==> config.mk <==
export PLATFORM = sky130hd
export DESIGN_NAME = sweep_ctrl
export DESIGN_NICKNAME = d
export VERILOG_FILES = /design/src/rtl/sweep_pkg.sv /design/src/rtl/sweep_counter.sv /design/src/rtl/sweep_ctrl.sv
export SDC_FILE = /design/constraint.sdc
export NUM_CORES = 1
export LEC_CHECK = 0
export CAP_MARGIN = 5
export CORE_AREA = 8 8 74 76
export DETAILED_ROUTE_END_ITERATION = 8
export DIE_AREA = 0 0 82 84
export GPL_TIMING_DRIVEN = 1
export PLACE_DENSITY = 0.73
export REMOVE_ABC_BUFFERS = 1
export SETUP_SLACK_MARGIN = 0.02
export SLEW_MARGIN = 20
export SYNTH_ARGS = -nofsm -noshare
export SYNTH_HDL_FRONTEND = slang
export SYNTH_HIERARCHICAL = 1
export SYNTH_SLANG_ARGS = --single-unit
==> constraint.sdc <==
create_clock -name clk -period 4.3 [get_ports clk]
set_input_delay 1.29 -clock clk [delete_from_list [all_inputs] [get_ports clk]]
set_output_delay 1.29 -clock clk [all_outputs]
set_load 0.03 [all_outputs]
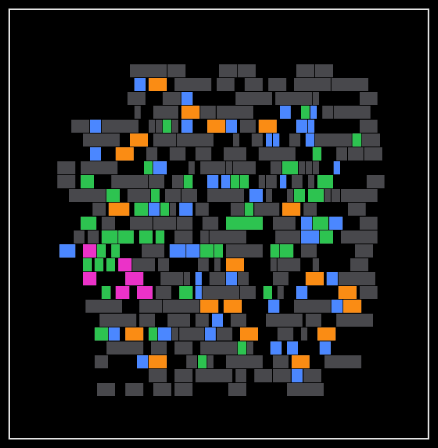
Run 1: gate families picked out
legend:
  green:
    family: inverting AOI/OAI gates
    cells: 42
    most_used: a21oi_1
  orange:
    family: multiplexers
    cells: 19
    most_used: mux2i_1
  blue:
    family: NOR gates
    cells: 43
    most_used: nor2b_1
  magenta:
    family: AND-OR and OR-AND gates
    cells: 6
    most_used: o21a_1
non-filler cells in the finished layout: 323
fraction of area in multi-input gates: 0.529
most numerous logic cell after layout: clkdlybuf4s50_1

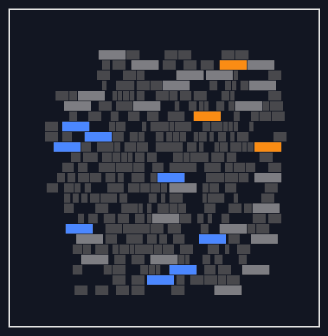
Run 1: where the registers sit
legend:
  orange:
    netlist_name: state_q
    sequential_cells: 3
  blue:
    netlist_name: u_counter/count_o
    sequential_cells: 8
not coloured: 22
P_seq: 332 µW
FF/Latch Area: 661 µm²
share of the core filled with cells: 0.605

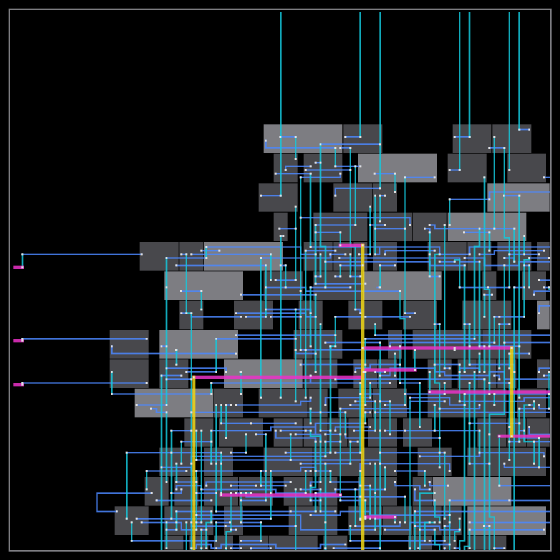
Run 1: zoomed window
Region (0, 34) to (50, 84) µm. Cells in grey, sequential cells in the stronger grey; small squares are vias.
legend:
  blue:
    layer: met1
  cyan:
    layer: met2
  yellow:
    layer: met4
  magenta:
    layer: met3
most frequent: dfxtp_1 (12), a21oi_1 (10), clkdlybuf4s50_1 (10)
sequential cells in the window: 12
cells with their middle in the window: 113

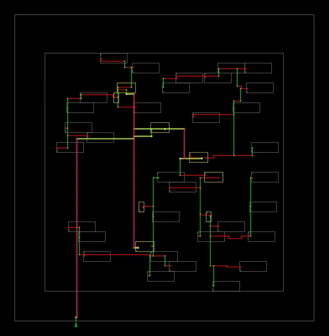
Run 1: the clock network
Clk Latency, worst-skew pair: 290 ps
P_clk: 227 µW

==> flow_summary.json <==
{
  "openroad.warnings": 25,
  "slew_viol_final": 0,
  "fillers": 414,
  "grt_max_degree": 28,
  "clk_pin_slew_ps": 70,
  "viasPerCell": 5.47,
  "yosysWarnings": 6,
  "cts_tree": "built",
  "min_path_cells": 2,
  "fmax_mhz": 272,
  "syn_inst": 234,
  "p_sw_frac": 0.286,
  "drv_cap": 0,
  "synth-edff-count": 0,
  "worst_slack_ps": 625,
  "syn_avg_cell_area_um2": 9.01,
  "pwr-share-comb": 0.213,
  "row_count": 24,
  "ys_ff": 33,
  "skew_ps": 3.83,
  "drt-initial-drc-count": 101,
  "drtAntennaViolNets": 0,
  "lay_top_cells": "clkdlybuf4s50_1, dfxtp_1, nor2b_1, mux2i_1, a21oi_1",
  "dr.pass1.iters": 4,
  "hp-class": "flop to flop",
  "io_buffers": 34,
  "outcome": "finished clean",
  "dpl_worst_slack_ps": 343,
  "slew_headroom": 0.550,
  "clk_path_buf_depth": 2,
  "cts.repair.resized": 0,
  "drive_above_1_share": 0.0517,
  "worstPathMaxFanout": 27,
  "netlist_area_um2": 2110,
  "gp_congestion": 0.808,
  "post_cts_buffers": 0,
  "setup_viol": 0,
  "numCtsBuffers": 5,
  "num-nets-final": 307,
  "seqPwrFrac": 0.467,
  "reg2reg_slack_ps": 1220,
  "grt_pass1_vias": 1684,
  "vias": 1767,
  "synth_cell_types": 52,
  "die_y_um": 84,
  "ys_async_sr_fraction": 0,
  "yosysCellCount": 234,
  "critPathKind": "primary input to flop",
  "areaGrowthSynthToFinish_pct": 22.3,
  "r2r_cells": 11,
  "place.detailed.hpwl_um": 3830,
  "cp.required_ps": 4470,
  "drc": 0,
  "n_antenna_cell": 0,
  "endpoint_kind": "flop",
  "cts_root_buffer": "clkbuf_8",
  "critPathLaunchType": "primary input",
  "routedWlPerCell_um": 15.5,
  "arrival_ps": 3850,
  "clockPowerShare": 0.319,
  "wirelength_um": 5010,
  "intPower_uw": 507,
  "total_power_uw": 710,
  "worst_pin_slew_ps": 673,
  "p_leak_nw": 1.02,
  "final_hold_viol_count": 0,
  "ys_seq_frac": 0.313,
  "cts_hold_buffers": 0,
  "grt_overflow": 0,
  "p_per_area_nw_per_um2": 275,
  "core-area_um2": 4260,
  "grt_setup_unrepaired": "false",
  "die_area_um2": 6890,
  "flop_cell": "dfxtp_1",
  "io_pins": 35,
  "die_x_um": 82,
  "grt_antenna_before_repair": 0
}
==> run 1: stage by stage <==
step | setup TNS, ps | instance area, µm² | instances | hold WS (ps)
global placement | 0 | 2500 | 315 | 487
CTS | 0 | 2580 | 323 | 514
finish | 0 | 2580 | 323 | 509
detailed placement | 0 | 2500 | 315 | 497
global route | 0 | 2580 | 323 | 548
floorplan | -580 | 2060 | 225 | 481
==> run 1: metal layers <==
layer | up-vias | part of all wire | wire, µm | track usage
met5 | - | 0 | 0 | 0
met4 | 0 | 0.023 | 115 | 0.0767
met3 | 9 | 0.042 | 212 | 0.0280
met2 | 33 | 0.46 | 2310 | 0.224
met1 | 816 | 0.47 | 2370 | 0.192
li1 | 909 | - | - | -
==> run 1: critical path: stages <==
cell             delay (ps)
clkdlybuf4s50_1         480
inv_1                    50
ha_1                    280
a211oi_1                210
o21ai_0                 210
a211oi_4                360
buf_4                   390
nand2b_1                150
o21ai_0                  70
a211oi_1                250
nand3_1                  90
==> run 1: cell type report <==
class / instances / area, µm² / area share
Sequential cell: 33 / 661 / 0.256
Inverter: 10 / 37.5 / 0.0146
Tap cell: 52 / 65.1 / 0.0252
Clock buffer: 8 / 80.1 / 0.0311
Timing Repair Buffer: 38 / 370 / 0.144
Multi-Input combinational cell: 182 / 1370 / 0.529
==> run 1: synthesized netlist by cell type, types with 6 or more instances <==
library cell  count  share of area
nor2b_1          21          0.062
ha_1             13          0.077
mux2i_1          18          0.085
inv_1            10          0.018
nand2_1          13          0.023
xnor2_1          11          0.046
nor2_1            8          0.014
o21ai_0          10          0.024
dfxtp_1          33           0.31
nor3b_1           6          0.021
xor2_1            8          0.033
a21oi_1          14          0.033
==> run 1: logic make-up (layout without fill, tap and decap cells) <==
kind of cell,count (synthesis),after routing,share of synthesized area
fa+ha+maj,14,14,0.0866
simple gates,82,82,0.237
compound gates,48,48,0.150
buf+inv,19,56,0.0427
xor+xnor,19,19,0.0789
mux,19,19,0.0908
flops,33,33,0.313
==> run 1: power by group through the flow <==
stage,clock network [mW],logic (mW),registers [mW]
floorplan,0,0.0822,0.344
global placement,0,0.150,0.338
detailed placement,0,0.151,0.339
CTS,0.232,0.152,0.332
global route,0.242,0.166,0.333
finish,0.227,0.152,0.332
Power figures rest on the tool's default switching activity, not on a simulated workload.
